[src/rtl/sysid_read_arbiter_if.sv]
// Signal bundle between the two Avalon-MM read masters, the arbiter and the ID slave.
// The arbiter binds to the slave modport; the surrounding fabric binds to master.
interface sysid_read_arbiter_if #(
  parameter int ADDR_W = 1,
  parameter int DATA_W = 32
);
  logic              m0_read;
  logic [ADDR_W-1:0] m0_address;
  logic              m0_waitrequest;
  logic [DATA_W-1:0] m0_readdata;
  logic              m0_readdatavalid;

  logic              m1_read;
  logic [ADDR_W-1:0] m1_address;
  logic              m1_waitrequest;
  logic [DATA_W-1:0] m1_readdata;
  logic              m1_readdatavalid;

  logic [ADDR_W-1:0] s_address;
  logic [DATA_W-1:0] s_readdata;

  modport slave (
    input  m0_read, m0_address, m1_read, m1_address, s_readdata,
    output m0_waitrequest, m0_readdata, m0_readdatavalid,
    output m1_waitrequest, m1_readdata, m1_readdatavalid,
    output s_address
  );

  modport master (
    output m0_read, m0_address, m1_read, m1_address, s_readdata,
    input  m0_waitrequest, m0_readdata, m0_readdatavalid,
    input  m1_waitrequest, m1_readdata, m1_readdatavalid,
    input  s_address
  );
endinterface

[src/rtl/sysid_read_arbiter.sv]
// Round-robin two-master read arbiter for the combinational system-ID slave.
// Accept one cycle after request, data one cycle later; one read per 3 cycles, losers wait.
module sysid_read_arbiter #(
  parameter int ADDR_W = 1,
  parameter int DATA_W = 32
) (
  input  logic                clock,
  input  logic                reset,
  sysid_read_arbiter_if.slave bus
);

  typedef enum logic [1:0] {
    IDLE   = 2'd0,
    ACCESS = 2'd1,
    RESP   = 2'd2
  } state_t;

  state_t            state_q, state_d;
  logic              grant_q, grant_d;
  logic              last_grant_q, last_grant_d;
  logic [ADDR_W-1:0] s_addr_q, s_addr_d;
  logic [DATA_W-1:0] m0_rdata_q, m0_rdata_d;
  logic [DATA_W-1:0] m1_rdata_q, m1_rdata_d;

  always_ff @(posedge clock or posedge reset) begin
    if (reset) begin
      state_q      <= IDLE;
      grant_q      <= 1'b0;
      last_grant_q <= 1'b1;
      s_addr_q     <= '0;
      m0_rdata_q   <= '0;
      m1_rdata_q   <= '0;
    end else begin
      state_q      <= state_d;
      grant_q      <= grant_d;
      last_grant_q <= last_grant_d;
      s_addr_q     <= s_addr_d;
      m0_rdata_q   <= m0_rdata_d;
      m1_rdata_q   <= m1_rdata_d;
    end
  end

  always_comb begin
    state_d      = state_q;
    grant_d      = grant_q;
    last_grant_d = last_grant_q;
    s_addr_d     = s_addr_q;
    m0_rdata_d   = m0_rdata_q;
    m1_rdata_d   = m1_rdata_q;

    case (state_q)
      IDLE: begin
        if (bus.m0_read || bus.m1_read) begin
          // On a tie the master that lost last time wins.
          if (bus.m0_read && bus.m1_read) begin
            grant_d = ~last_grant_q;
          end else begin
            grant_d = bus.m1_read;
          end
          s_addr_d = grant_d ? bus.m1_address : bus.m0_address;
          state_d  = ACCESS;
        end
      end
      ACCESS: begin
        // Only the granted master's data register moves; the other holds.
        if (grant_q) begin
          m1_rdata_d = bus.s_readdata;
        end else begin
          m0_rdata_d = bus.s_readdata;
        end
        state_d = RESP;
      end
      RESP: begin
        last_grant_d = grant_q;
        state_d      = IDLE;
      end
      default: begin
        state_d = IDLE;
      end
    endcase
  end

  assign bus.s_address        = s_addr_q;
  assign bus.m0_waitrequest   = !((state_q == ACCESS) && !grant_q);
  assign bus.m1_waitrequest   = !((state_q == ACCESS) &&  grant_q);
  assign bus.m0_readdatavalid = (state_q == RESP) && !grant_q;
  assign bus.m1_readdatavalid = (state_q == RESP) &&  grant_q;
  assign bus.m0_readdata      = m0_rdata_q;
  assign bus.m1_readdata      = m1_rdata_q;

endmodule

[src/flat_wrapper.sv]
// flat-port wrapper written by rule: the top's interface ports become plain ports
module sysid_read_arbiter_flat 
#(
  parameter int ADDR_W = 1,
  parameter int DATA_W = 32
)
  (clock, reset, bus_m0_read, bus_m0_address, bus_m1_read, bus_m1_address, bus_s_readdata, bus_m0_waitrequest, bus_m0_readdata, bus_m0_readdatavalid, bus_m1_waitrequest, bus_m1_readdata, bus_m1_readdatavalid, bus_s_address);
  sysid_read_arbiter_if #(.ADDR_W(ADDR_W), .DATA_W(DATA_W)) bus_i ();
  input  logic clock;
  input  logic reset;
  input wire logic [$bits(bus_i.m0_read)-1:0] bus_m0_read;
  input wire logic [$bits(bus_i.m0_address)-1:0] bus_m0_address;
  input wire logic [$bits(bus_i.m1_read)-1:0] bus_m1_read;
  input wire logic [$bits(bus_i.m1_address)-1:0] bus_m1_address;
  input wire logic [$bits(bus_i.s_readdata)-1:0] bus_s_readdata;
  output wire logic [$bits(bus_i.m0_waitrequest)-1:0] bus_m0_waitrequest;
  output wire logic [$bits(bus_i.m0_readdata)-1:0] bus_m0_readdata;
  output wire logic [$bits(bus_i.m0_readdatavalid)-1:0] bus_m0_readdatavalid;
  output wire logic [$bits(bus_i.m1_waitrequest)-1:0] bus_m1_waitrequest;
  output wire logic [$bits(bus_i.m1_readdata)-1:0] bus_m1_readdata;
  output wire logic [$bits(bus_i.m1_readdatavalid)-1:0] bus_m1_readdatavalid;
  output wire logic [$bits(bus_i.s_address)-1:0] bus_s_address;
  assign bus_i.m0_read = bus_m0_read;
  assign bus_i.m0_address = bus_m0_address;
  assign bus_i.m1_read = bus_m1_read;
  assign bus_i.m1_address = bus_m1_address;
  assign bus_i.s_readdata = bus_s_readdata;
  assign bus_m0_waitrequest = bus_i.m0_waitrequest;
  assign bus_m0_readdata = bus_i.m0_readdata;
  assign bus_m0_readdatavalid = bus_i.m0_readdatavalid;
  assign bus_m1_waitrequest = bus_i.m1_waitrequest;
  assign bus_m1_readdata = bus_i.m1_readdata;
  assign bus_m1_readdatavalid = bus_i.m1_readdatavalid;
  assign bus_s_address = bus_i.s_address;
  sysid_read_arbiter #(.ADDR_W(ADDR_W), .DATA_W(DATA_W)) u_core (.clock(clock), .reset(reset), .bus(bus_i));
endmodule
[config.mk]
export PLATFORM = sky130hd
export DESIGN_NAME = sysid_read_arbiter_flat
export DESIGN_NICKNAME = d
export VERILOG_FILES = /design/src/rtl/sysid_read_arbiter_if.sv /design/src/rtl/sysid_read_arbiter.sv /design/src/flat_wrapper.sv
export SDC_FILE = /design/constraint.sdc
export NUM_CORES = 1
export LEC_CHECK = 0
export ABC_AREA = 1
export CAP_MARGIN = 30
export CORE_ASPECT_RATIO = 1.75
export CORE_MARGIN = 3
export CORE_UTILIZATION = 47
export DETAILED_ROUTE_END_ITERATION = 7
export GPL_ROUTABILITY_DRIVEN = 0
export HOLD_SLACK_MARGIN = 0.08
export PLACE_DENSITY = 0.84
export REMOVE_ABC_BUFFERS = 1
export SYNTH_ARGS = -nofsm -noshare
export SYNTH_HDL_FRONTEND = slang
export SYNTH_SLANG_ARGS = --single-unit
export TNS_END_PERCENT = 10
[constraint.sdc]
create_clock -name clock -period 3.92 [get_ports clock]
set_input_delay 0.784 -clock clock [delete_from_list [all_inputs] [get_ports clock]]
set_output_delay 0.784 -clock clock [all_outputs]
set_load 0.02 [all_outputs]
Fig. 1: run 1, wire density map
13 x 22 tiles, from dark blue (low) to red (high), scaled to the fullest tile. Values are wire area over tile area, all layers added.
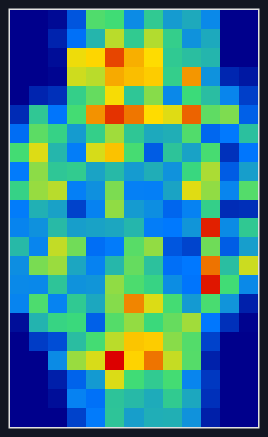
nearly empty tiles: 13%
tiles over half the peak: 30%
mean over tiles: 0.15
fullest tile: 0.41
densest ninth of the die: north

Fig. 2: run 1, placement by cell class
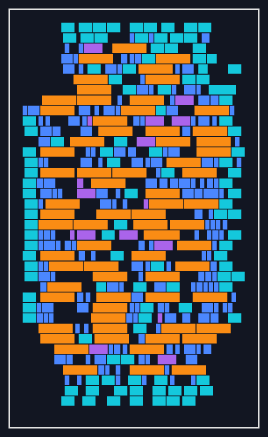
legend:
  registers:
    color: orange
    cells: 69
  remaining logic cells:
    color: blue
    cells: 188
  clock drivers and dummy loads:
    color: purple
    cells: 16
  remaining buffers and delay cells:
    color: cyan
    cells: 111
register share of the cell area: 0.4212
Core Footprint: 0.005879 mm²
floorplan row count: 37
final std cell area, no fill: 0.004103 mm²
final core utilization: 0.6978

Fig. 3: run 1, clock distribution
Scale bar: 20 µm.
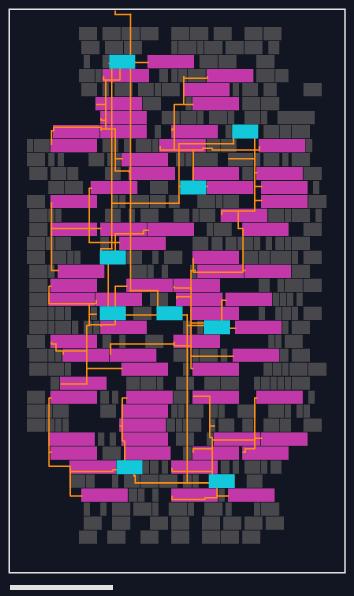
legend:
  clock-net drivers:
    color: cyan
    count: 9
  clock wires:
    color: orange
    length: 723 µm
  flip-flops:
    color: magenta
    count: 69
routed clock nets: 10

Fig. 4: run 1, met4 routing
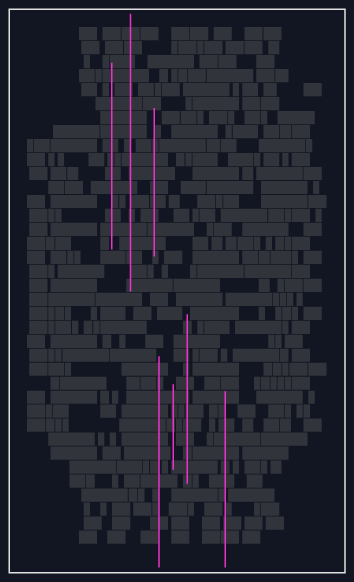
main direction: vertical
longest straight run: 53.7 µm
aggregate routed wire length: 6894 µm
number of vias in the routed layout: 2183

==> impl_metrics.csv, run 1 <==
group,metric,value,unit
logic_synthesis,postSynth.asyncResetShare,1.000,
grt,grt_use_met2,0.3670,
cells_and_area,layout.area.seq,0.001728,mm²
cells_and_area,dominant-cell-class,"flip-flops and latches",
clock_tree,tritoncts,"built",
power_and_ir_drop,power.net_switching,1.528,mW
sta,final-max-slew-violation-count,0,
grt,grt_use_met1,0.2012,
grt,largest_net_degree_at_the_start_of_global_routing,65,
floorplanning,fp-utilization,0.4878,
power_and_ir_drop,p_clk,0.498,mW
power_and_ir_drop,power,3.740,mW
worst_setup_path,cp.buffers_inverters,2,
power_and_ir_drop,pwr.group.sequential,1.29,mW
cells_and_area,nets_finish,417,
clock_tree,cts.htree.levels,3,
power_and_ir_drop,pwr-share-clk,0.133,
worst_setup_path,kind_of_start_point_of_the_critical_path,"register",
routing,drt_pre_antenna_iters,4,
worst_hold_path,min_delay_path_depth,2,
worst_setup_path,timing.critical_path.arrival,1.62,ns
worst_setup_path,worst_r2r_endpoint,"u_core.bus.m1_readdata[28]",
cells_and_area,layout-area-overhead-vs-synth,43.06,%
floorplanning,die_w,65.05,µm
grt,gr-usage-met3,0.04499,
outcome,run_status,"finished clean",
cells_and_area,layout.nonclk_buf_frac,0.2708,
cells_and_area,num_antenna_cells,0,
floorplanning,tap-cell-count,78,
job,openroad_warning_count,25,
==> inputs of run 2 (changes only) <==
CORE_UTILIZATION = 44   (was 47)
PLACE_DENSITY = 0.8   (was 0.84)
clock period = 2.4 ns   (was 3.92 ns; I/O delays follow)
Fig. 5: run 2, met4 routing
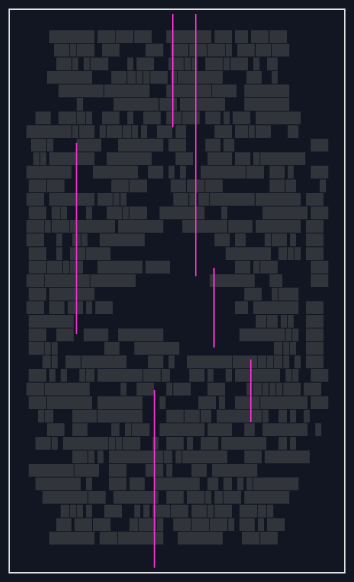
main direction: vertical
nets with wire on the layer: 4
share of all routed wire: 2.8%
longest straight run: 52.4 µm
wire length on this layer: 176 µm

==> run 2 against run 1 <==
Global-route usage down 1.1 points. Utilization down 4.7 points. Sequential share of layout area up 0.18 points. Synthesized cell count unchanged. Hold slack better by 0.0017 ns. Sequential cell count unchanged. Critical path type unchanged. Highest routed layer unchanged. Clock power up 65%. Register-to-register slack worse by 1.4 ns.
==> impl_metrics.csv, run 2 <==
group,metric,value,unit
worst_setup_path,kind_of_start_point_of_the_critical_path,"register",
cells_and_area,final_area,0.004085,mm²
cells_and_area,dominant-cell-class,"flip-flops and latches",
power_and_ir_drop,pwr-share-clk,0.136,
cells_and_area,layout.nonclk_buf_frac,0.2671,
cells_and_area,seq_share,0.4230,
floorplanning,die_w,67.03,µm
worst_setup_path,worst_r2r_endpoint,"u_core.bus.m0_readdata[27]",
logic_synthesis,postSynth.asyncResetShare,1.000,
routing,top_signal_layer_used,"met4",
cells_and_area,num_antenna_cells,0,
routing,drt_pre_antenna_iters,4,
worst_setup_path,timing.critical_path.arrival,1.60,ns
floorplanning,fp-utilization,0.4569,
cells_and_area,final_layout_top_logic_cell,"sky130_fd_sc_hd__clkdlybuf4s50_1",
cells_and_area,postLayoutCoreUtil,0.6509,
floorplanning,tap-cell-count,80,
worst_setup_path,cp.buffers_inverters,2,
placed_design,place_area,0.003914,mm²
power_and_ir_drop,pwr.group.sequential,2.07,mW
sta,final-max-slew-violation-count,0,
job,openroad_warning_count,25,
grt,grt_use_met1,0.2162,
outcome,run_status,"finished clean",
grt,gr-usage-met3,0.03476,
cells_and_area,layout.area.seq,0.001728,mm²
power_and_ir_drop,power,6.050,mW
cells_and_area,nets_finish,416,
grt,grt_use_met2,0.3233,
floorplanning,fp.coreArea,0.006276,mm²
cells_and_area,layout-area-overhead-vs-synth,42.45,%
routing,num_vias,2147,
power_and_ir_drop,power.net_switching,2.441,mW
clock_tree,cts.htree.levels,3,
Power is estimated from default activity; no workload was simulated.
